<file path="config.mk">
export PLATFORM = sky130hd
export DESIGN_NAME = match_sequencer_flat
export DESIGN_NICKNAME = d
export VERILOG_FILES = /design/src/rtl/match_sequencer_if.sv /design/src/rtl/match_sequencer.sv /design/src/flat_wrapper.sv
export SDC_FILE = /design/constraint.sdc
export NUM_CORES = 1
export LEC_CHECK = 0
export CAP_MARGIN = 20
export CORE_MARGIN = 2
export CORE_UTILIZATION = 53
export CTS_CLUSTER_SIZE = 20
export DETAILED_ROUTE_END_ITERATION = 8
export MAX_ROUTING_LAYER = met4
export PLACE_DENSITY_LB_ADDON = 0.12
export SKIP_LAST_GASP = 1
export SYNTH_ARGS = -nofsm -noshare
export SYNTH_HDL_FRONTEND = slang
export SYNTH_SLANG_ARGS = --single-unit
</file>
<file path="constraint.sdc">
create_clock -name clk -period 3.18 [get_ports clk]
set_clock_uncertainty 0.05 [all_clocks]
set_input_delay 0.636 -clock clk [delete_from_list [all_inputs] [get_ports clk]]
set_output_delay 0.636 -clock clk [all_outputs]
set_load 0.02 [all_outputs]
</file>
<file path="src/rtl/match_sequencer_if.sv">
// Match sequencer control/status bundle.
// The game controller (master) drives frame timing, button and hit/shield
// strobes; the sequencer (slave) returns match state, hit points, round
// tallies and timers.
interface match_sequencer_if;
    logic       frame_tick;
    logic       select;
    logic       player_hit;
    logic       enemy_hit;
    logic       player_shield;
    logic       enemy_shield;
    logic [2:0] state;
    logic       is_gaming;
    logic       entity_rst;
    logic [1:0] player_hp;
    logic [1:0] enemy_hp;
    logic [1:0] player_rounds;
    logic [1:0] enemy_rounds;
    logic [7:0] countdown;
    logic       player_invuln;
    logic       enemy_invuln;

    modport master (
        output frame_tick, select, player_hit, enemy_hit, player_shield, enemy_shield,
        input  state, is_gaming, entity_rst, player_hp, enemy_hp,
               player_rounds, enemy_rounds, countdown, player_invuln, enemy_invuln
    );

    modport slave (
        input  frame_tick, select, player_hit, enemy_hit, player_shield, enemy_shield,
        output state, is_gaming, entity_rst, player_hp, enemy_hp,
               player_rounds, enemy_rounds, countdown, player_invuln, enemy_invuln
    );
endinterface

</file>
<file path="src/rtl/match_sequencer.sv">
// Match sequencer: walks a two-sided match through idle, countdown, play,
// round-end pause and win/lose screens, tracking hit points, invulnerability
// windows and round wins. All outputs are registered except is_gaming.
module match_sequencer #(
    parameter int HP_MAX           = 3,
    parameter int ROUNDS_TO_WIN    = 2,
    parameter int COUNTDOWN_FRAMES = 180,
    parameter int INVULN_FRAMES    = 30,
    parameter int ROUNDEND_FRAMES  = 60
) (
    input logic              clk,
    input logic              rst_n,
    match_sequencer_if.slave bus
);

    typedef enum logic [2:0] {
        ST_IDLE       = 3'd0,
        ST_COUNTDOWN  = 3'd1,
        ST_PLAY       = 3'd2,
        ST_ROUND_END  = 3'd3,
        ST_MATCH_WIN  = 3'd4,
        ST_MATCH_LOSE = 3'd5
    } state_t;

    localparam logic [1:0] HP_INIT  = 2'(HP_MAX);
    localparam logic [1:0] WIN_CNT  = 2'(ROUNDS_TO_WIN);
    localparam logic [7:0] CD_INIT  = 8'(COUNTDOWN_FRAMES);
    localparam logic [7:0] INV_INIT = 8'(INVULN_FRAMES);
    localparam logic [7:0] RE_INIT  = 8'(ROUNDEND_FRAMES);

    // Round tally increment that sticks at the 2-bit ceiling.
    function automatic logic [1:0] sat_inc2(input logic [1:0] v);
        return (v == 2'd3) ? 2'd3 : v + 2'd1;
    endfunction

    state_t     state_r;
    logic       select_q_r;
    logic       entity_rst_r;
    logic [1:0] player_hp_r;
    logic [1:0] enemy_hp_r;
    logic [1:0] player_rounds_r;
    logic [1:0] enemy_rounds_r;
    logic [7:0] countdown_r;
    logic [7:0] rend_timer_r;
    logic [7:0] p_inv_cnt_r;
    logic [7:0] e_inv_cnt_r;
    logic       player_invuln_r;
    logic       enemy_invuln_r;

    logic       sel_edge_s;
    logic       p_hit_ok_s;
    logic       e_hit_ok_s;
    logic       rend_next_cd_s;
    logic [7:0] p_inv_nxt_s;
    logic [7:0] e_inv_nxt_s;

    // Hit acceptance, select edge and round-end-to-countdown decode.
    always_comb begin
        sel_edge_s     = bus.select & ~select_q_r;
        p_hit_ok_s     = (state_r == ST_PLAY) && bus.player_hit && !bus.player_shield &&
                         (p_inv_cnt_r == 8'd0) && (player_hp_r != 2'd0);
        e_hit_ok_s     = (state_r == ST_PLAY) && bus.enemy_hit && !bus.enemy_shield &&
                         (e_inv_cnt_r == 8'd0) && (enemy_hp_r != 2'd0);
        rend_next_cd_s = (state_r == ST_ROUND_END) && (rend_timer_r == 8'd0) &&
                         (player_rounds_r != WIN_CNT) && (enemy_rounds_r != WIN_CNT);
    end

    // Next value of both invulnerability counters: cleared on a new round,
    // loaded on an accepted hit, otherwise counting down per frame in any state.
    always_comb begin
        p_inv_nxt_s = p_inv_cnt_r;
        e_inv_nxt_s = e_inv_cnt_r;
        if (rend_next_cd_s) begin
            p_inv_nxt_s = 8'd0;
        end else if (p_hit_ok_s) begin
            p_inv_nxt_s = INV_INIT;
        end else if (bus.frame_tick && (p_inv_cnt_r != 8'd0)) begin
            p_inv_nxt_s = p_inv_cnt_r - 8'd1;
        end else begin
            p_inv_nxt_s = p_inv_cnt_r;
        end
        if (rend_next_cd_s) begin
            e_inv_nxt_s = 8'd0;
        end else if (e_hit_ok_s) begin
            e_inv_nxt_s = INV_INIT;
        end else if (bus.frame_tick && (e_inv_cnt_r != 8'd0)) begin
            e_inv_nxt_s = e_inv_cnt_r - 8'd1;
        end else begin
            e_inv_nxt_s = e_inv_cnt_r;
        end
    end

    // Match FSM with all of its registered outputs and timers.
    always_ff @(posedge clk or negedge rst_n) begin
        if (!rst_n) begin
            state_r         <= ST_IDLE;
            select_q_r      <= 1'b0;
            entity_rst_r    <= 1'b0;
            player_hp_r     <= HP_INIT;
            enemy_hp_r      <= HP_INIT;
            player_rounds_r <= 2'd0;
            enemy_rounds_r  <= 2'd0;
            countdown_r     <= 8'd0;
            rend_timer_r    <= 8'd0;
            p_inv_cnt_r     <= 8'd0;
            e_inv_cnt_r     <= 8'd0;
            player_invuln_r <= 1'b0;
            enemy_invuln_r  <= 1'b0;
        end else begin
            select_q_r      <= bus.select;
            entity_rst_r    <= 1'b0;
            p_inv_cnt_r     <= p_inv_nxt_s;
            e_inv_cnt_r     <= e_inv_nxt_s;
            player_invuln_r <= (p_inv_nxt_s != 8'd0);
            enemy_invuln_r  <= (e_inv_nxt_s != 8'd0);
            case (state_r)
                ST_IDLE: begin
                    if (sel_edge_s) begin
                        state_r         <= ST_COUNTDOWN;
                        entity_rst_r    <= 1'b1;
                        player_hp_r     <= HP_INIT;
                        enemy_hp_r      <= HP_INIT;
                        player_rounds_r <= 2'd0;
                        enemy_rounds_r  <= 2'd0;
                        countdown_r     <= CD_INIT;
                    end else begin
                        state_r <= ST_IDLE;
                    end
                end
                ST_COUNTDOWN: begin
                    if (countdown_r == 8'd0) begin
                        state_r <= ST_PLAY;
                    end else if (bus.frame_tick) begin
                        countdown_r <= countdown_r - 8'd1;
                    end else begin
                        countdown_r <= countdown_r;
                    end
                end
                ST_PLAY: begin
                    // An accepted hit implies hp is non-zero, so no underflow.
                    if (p_hit_ok_s) begin
                        player_hp_r <= player_hp_r - 2'd1;
                    end else begin
                        player_hp_r <= player_hp_r;
                    end
                    if (e_hit_ok_s) begin
                        enemy_hp_r <= enemy_hp_r - 2'd1;
                    end else begin
                        enemy_hp_r <= enemy_hp_r;
                    end
                    if ((player_hp_r == 2'd0) || (enemy_hp_r == 2'd0)) begin
                        state_r      <= ST_ROUND_END;
                        rend_timer_r <= RE_INIT;
                        // Both sides down together is a draw: no tally change.
                        if ((enemy_hp_r == 2'd0) && (player_hp_r != 2'd0)) begin
                            player_rounds_r <= sat_inc2(player_rounds_r);
                        end else if ((player_hp_r == 2'd0) && (enemy_hp_r != 2'd0)) begin
                            enemy_rounds_r <= sat_inc2(enemy_rounds_r);
                        end else begin
                            player_rounds_r <= player_rounds_r;
                        end
                    end else begin
                        state_r <= ST_PLAY;
                    end
                end
                ST_ROUND_END: begin
                    if (rend_timer_r == 8'd0) begin
                        if (player_rounds_r == WIN_CNT) begin
                            state_r <= ST_MATCH_WIN;
                        end else if (enemy_rounds_r == WIN_CNT) begin
                            state_r <= ST_MATCH_LOSE;
                        end else begin
                            state_r      <= ST_COUNTDOWN;
                            entity_rst_r <= 1'b1;
                            player_hp_r  <= HP_INIT;
                            enemy_hp_r   <= HP_INIT;
                            countdown_r  <= CD_INIT;
                        end
                    end else if (bus.frame_tick) begin
                        rend_timer_r <= rend_timer_r - 8'd1;
                    end else begin
                        rend_timer_r <= rend_timer_r;
                    end
                end
                ST_MATCH_WIN, ST_MATCH_LOSE: begin
                    if (sel_edge_s) begin
                        state_r <= ST_IDLE;
                    end else begin
                        state_r <= state_r;
                    end
                end
                default: begin
                    // Unreachable encodings recover to a quiet idle.
                    state_r      <= ST_IDLE;
                    countdown_r  <= 8'd0;
                    rend_timer_r <= 8'd0;
                end
            endcase
        end
    end

    assign bus.state         = state_r;
    assign bus.is_gaming     = (state_r == ST_PLAY);
    assign bus.entity_rst    = entity_rst_r;
    assign bus.player_hp     = player_hp_r;
    assign bus.enemy_hp      = enemy_hp_r;
    assign bus.player_rounds = player_rounds_r;
    assign bus.enemy_rounds  = enemy_rounds_r;
    assign bus.countdown     = countdown_r;
    assign bus.player_invuln = player_invuln_r;
    assign bus.enemy_invuln  = enemy_invuln_r;

endmodule

</file>
<file path="src/flat_wrapper.sv">
// flat-port wrapper written by rule: the top's interface ports become plain ports
module match_sequencer_flat 
#(
    parameter int HP_MAX           = 3,
    parameter int ROUNDS_TO_WIN    = 2,
    parameter int COUNTDOWN_FRAMES = 180,
    parameter int INVULN_FRAMES    = 30,
    parameter int ROUNDEND_FRAMES  = 60
)
  (clk, rst_n, bus_frame_tick, bus_select, bus_player_hit, bus_enemy_hit, bus_player_shield, bus_enemy_shield, bus_state, bus_is_gaming, bus_entity_rst, bus_player_hp, bus_enemy_hp, bus_player_rounds, bus_enemy_rounds, bus_countdown, bus_player_invuln, bus_enemy_invuln);
  match_sequencer_if bus_i ();
  input logic clk;
  input logic rst_n;
  input wire logic [$bits(bus_i.frame_tick)-1:0] bus_frame_tick;
  input wire logic [$bits(bus_i.select)-1:0] bus_select;
  input wire logic [$bits(bus_i.player_hit)-1:0] bus_player_hit;
  input wire logic [$bits(bus_i.enemy_hit)-1:0] bus_enemy_hit;
  input wire logic [$bits(bus_i.player_shield)-1:0] bus_player_shield;
  input wire logic [$bits(bus_i.enemy_shield)-1:0] bus_enemy_shield;
  output wire logic [$bits(bus_i.state)-1:0] bus_state;
  output wire logic [$bits(bus_i.is_gaming)-1:0] bus_is_gaming;
  output wire logic [$bits(bus_i.entity_rst)-1:0] bus_entity_rst;
  output wire logic [$bits(bus_i.player_hp)-1:0] bus_player_hp;
  output wire logic [$bits(bus_i.enemy_hp)-1:0] bus_enemy_hp;
  output wire logic [$bits(bus_i.player_rounds)-1:0] bus_player_rounds;
  output wire logic [$bits(bus_i.enemy_rounds)-1:0] bus_enemy_rounds;
  output wire logic [$bits(bus_i.countdown)-1:0] bus_countdown;
  output wire logic [$bits(bus_i.player_invuln)-1:0] bus_player_invuln;
  output wire logic [$bits(bus_i.enemy_invuln)-1:0] bus_enemy_invuln;
  assign bus_i.frame_tick = bus_frame_tick;
  assign bus_i.select = bus_select;
  assign bus_i.player_hit = bus_player_hit;
  assign bus_i.enemy_hit = bus_enemy_hit;
  assign bus_i.player_shield = bus_player_shield;
  assign bus_i.enemy_shield = bus_enemy_shield;
  assign bus_state = bus_i.state;
  assign bus_is_gaming = bus_i.is_gaming;
  assign bus_entity_rst = bus_i.entity_rst;
  assign bus_player_hp = bus_i.player_hp;
  assign bus_enemy_hp = bus_i.enemy_hp;
  assign bus_player_rounds = bus_i.player_rounds;
  assign bus_enemy_rounds = bus_i.enemy_rounds;
  assign bus_countdown = bus_i.countdown;
  assign bus_player_invuln = bus_i.player_invuln;
  assign bus_enemy_invuln = bus_i.enemy_invuln;
  match_sequencer #(.HP_MAX(HP_MAX), .ROUNDS_TO_WIN(ROUNDS_TO_WIN), .COUNTDOWN_FRAMES(COUNTDOWN_FRAMES), .INVULN_FRAMES(INVULN_FRAMES), .ROUNDEND_FRAMES(ROUNDEND_FRAMES)) u_core (.clk(clk), .rst_n(rst_n), .bus(bus_i));
endmodule
</file>
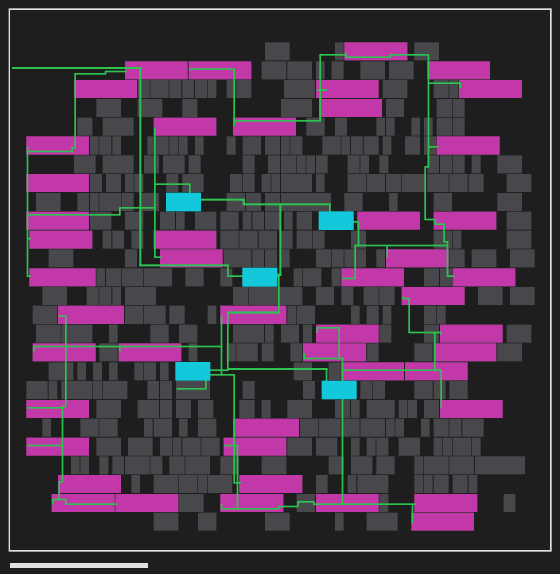
Figure 1: clock distribution.
The bar under the picture is 20 um long.
[magenta] flip-flops | count: 47
[cyan] cells driving clock nets | count: 5
[green] clock wires | length: 597 um
routed clock nets	6
flops lie	widely spread

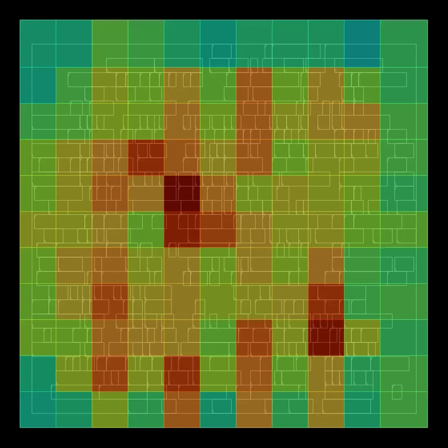
Figure 2: routing congestion map.
drt wl/cell: 15.09 um
grt peak-use layer: met2
GRT Overall Usage: 24.13%

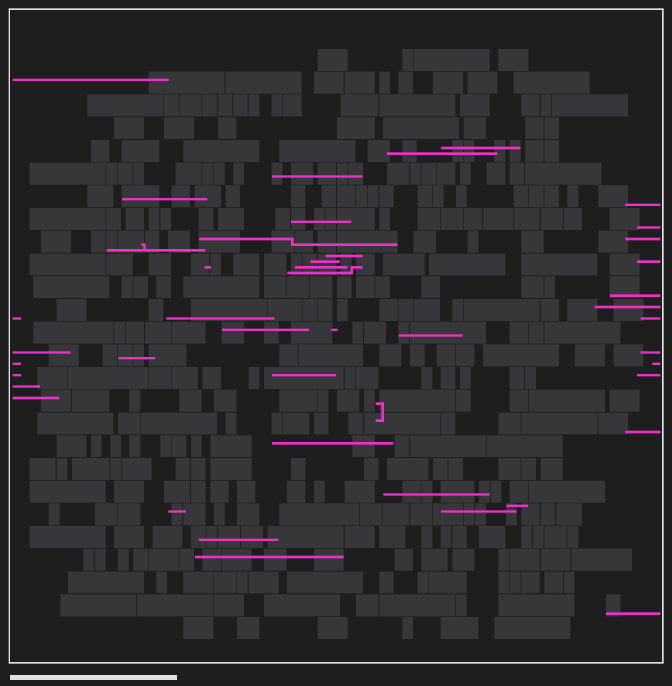
Figure 3: met3 routing.
The bar under the picture is 20 um long.
nets with wire on the layer	40
wire length on this layer	300 um

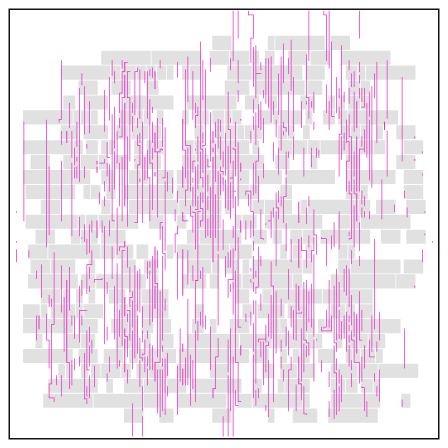
Figure 4: signal wires on met2.
longest straight run	23.1 um
share of all routed wire	46%
wire length on this layer	3060 um

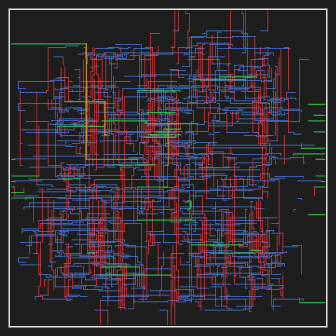
Figure 5: signal wires by layer.
colour	layer	wire length
green	met3	300 um
orange	met4	46.9 um
red	met2	3060 um
blue	met1	3190 um

==> results.txt <==
run results: post-CTS setup buffers=0, switching power=1.430 mW, Init Core Util=55.87%, CP endpoint kind=output port, Chip Area=6095 um^2, vias post-DR=2595, # setup viols final=0, met1 Use GR=32.83%, clk root buf=clkbuf_8, CTS sink cnt=47, hold_ws=234.4 ps, sum of routed wire length over all layers=6594 um, Worst EP arrival=between 1500 and 2000 ps, metal3 WL=299 um, hold buffers post-CTS=0, GPL Wtd Cong=0.8680, total iterations of the first detailed-routing run=4, static leakage=1.495 nW, WL met1=approximately 3200 um, Worst path slowest cell=clkdlybuf4s50_1, period utilization=83.80%, synthesis area per yosys=2908 um^2, Clock power frac=11.5%, Tmin final=2665 ps, switch share=44.50%, FF-to-FF Start=u_core.rend_timer_r[0]$_DFFE_PN0P_, Seq cells post-synth=47, Antenna diodes=0, Clock Path Buffers=2, drt drc=0, Post-Syn Area per Cell=slightly below 9 um^2, sequential power=about 1.1 mW, uppermost routed layer=met4, outcome=finished clean, nets=385, setup slack on the worst flop-to-flop path=590 ps, sequential share of power=between 30% and 40%, post-route cell area=roughly 3400 um^2, Clock H-tree levels=2, Top cell excl fill/tap=dfrtp_1, Most common reg cell=dfrtp_1, vias in the first global route=2542, top cells, area=dfrtp_1 37%, nor2_1 5.2%, ha_1 4.3%, RSZ-0062 raised after global routing=no, Worst R2R End=u_core.bus.countdown[6]$_DFFE_PN0P_, met3 Use GR=3.908%, # resized after CTS=0, routed vias/inst=5.938, CTS tree=yes, worst setup path endpoint=bus_is_gaming, Die H=about 78 um, critical path fanouts, max=8, cell area after synthesis=just under 3000 um^2, async set or reset register ratio after synthesis=100.0%, Tool Warnings=30, setup ws final=515.2 ps, Post-synth EDFFs=0, CTS buffer count=5, Slew headroom=54.74%, post-synth net total=349, Post-Syn Instances=331, Comb. pwr=1.73 mW, Total Power=3.213 mW, clk_lat worst skew=300 ps, heaviest power group=combinational cells
critical path, delay by kind of cell (launching register included):
family | cells | cell delay, ps
buf+inv | 2 | 810
flops | 1 | 380
simple gates | 1 | 500
flip-flops by register name, indices dropped and copies added, names as in the netlist:
| signal | count |
|---|---|
| u_core.bus.enemy_rounds | 2 |
| u_core.bus.player_hp | 2 |
| u_core.select_q_r | 1 |
| u_core.rend_timer_r | 8 |
| u_core.bus.enemy_hp | 2 |
| u_core.bus.player_rounds | 2 |
| u_core.p_inv_cnt_r | 8 |
| u_core.bus.countdown | 8 |
| u_core.bus.player_invuln | 1 |
| u_core.bus.enemy_invuln | 1 |
| u_core.bus.state | 3 |
| u_core.bus.entity_rst | 1 |
| u_core.e_inv_cnt_r | 8 |
synthesized netlist by cell type (all sizes together), types with 7 or more instances:
master and count:
mux2i 7, o21ai 20, nor2 40, nor3 16, a21oi 21, nand2 22, clkbuf 10, dfrtp 43
inv 23, a31oi 8, ha 10, o31ai 7
kinds of logic after synthesis:
logic type,after synthesis,synth area share (%)
buffers and inverters,35,4.776
xor gates and xnor gates,4,1.205
AOI/OAI and AO/OA,92,20.87
DFF,47,40.62
and+or+nand+nor,135,25.43
adders and majority gates,10,4.303
muxes,8,2.797
cell type report:
class / count / area (um^2)
Clock buffer: 6 / 82.58
Tap cell: 70 / 87.58
Timing Repair Buffer: 40 / 382.9
Inverter: 24 / 90.09
Sequential cell: 47 / 1181
Fill cell: 453 / 1788
Multi-Input combinational cell: 249 / 1588
Clock inverter: 1 / 5.005
Power is estimated from default activity; no workload was simulated.
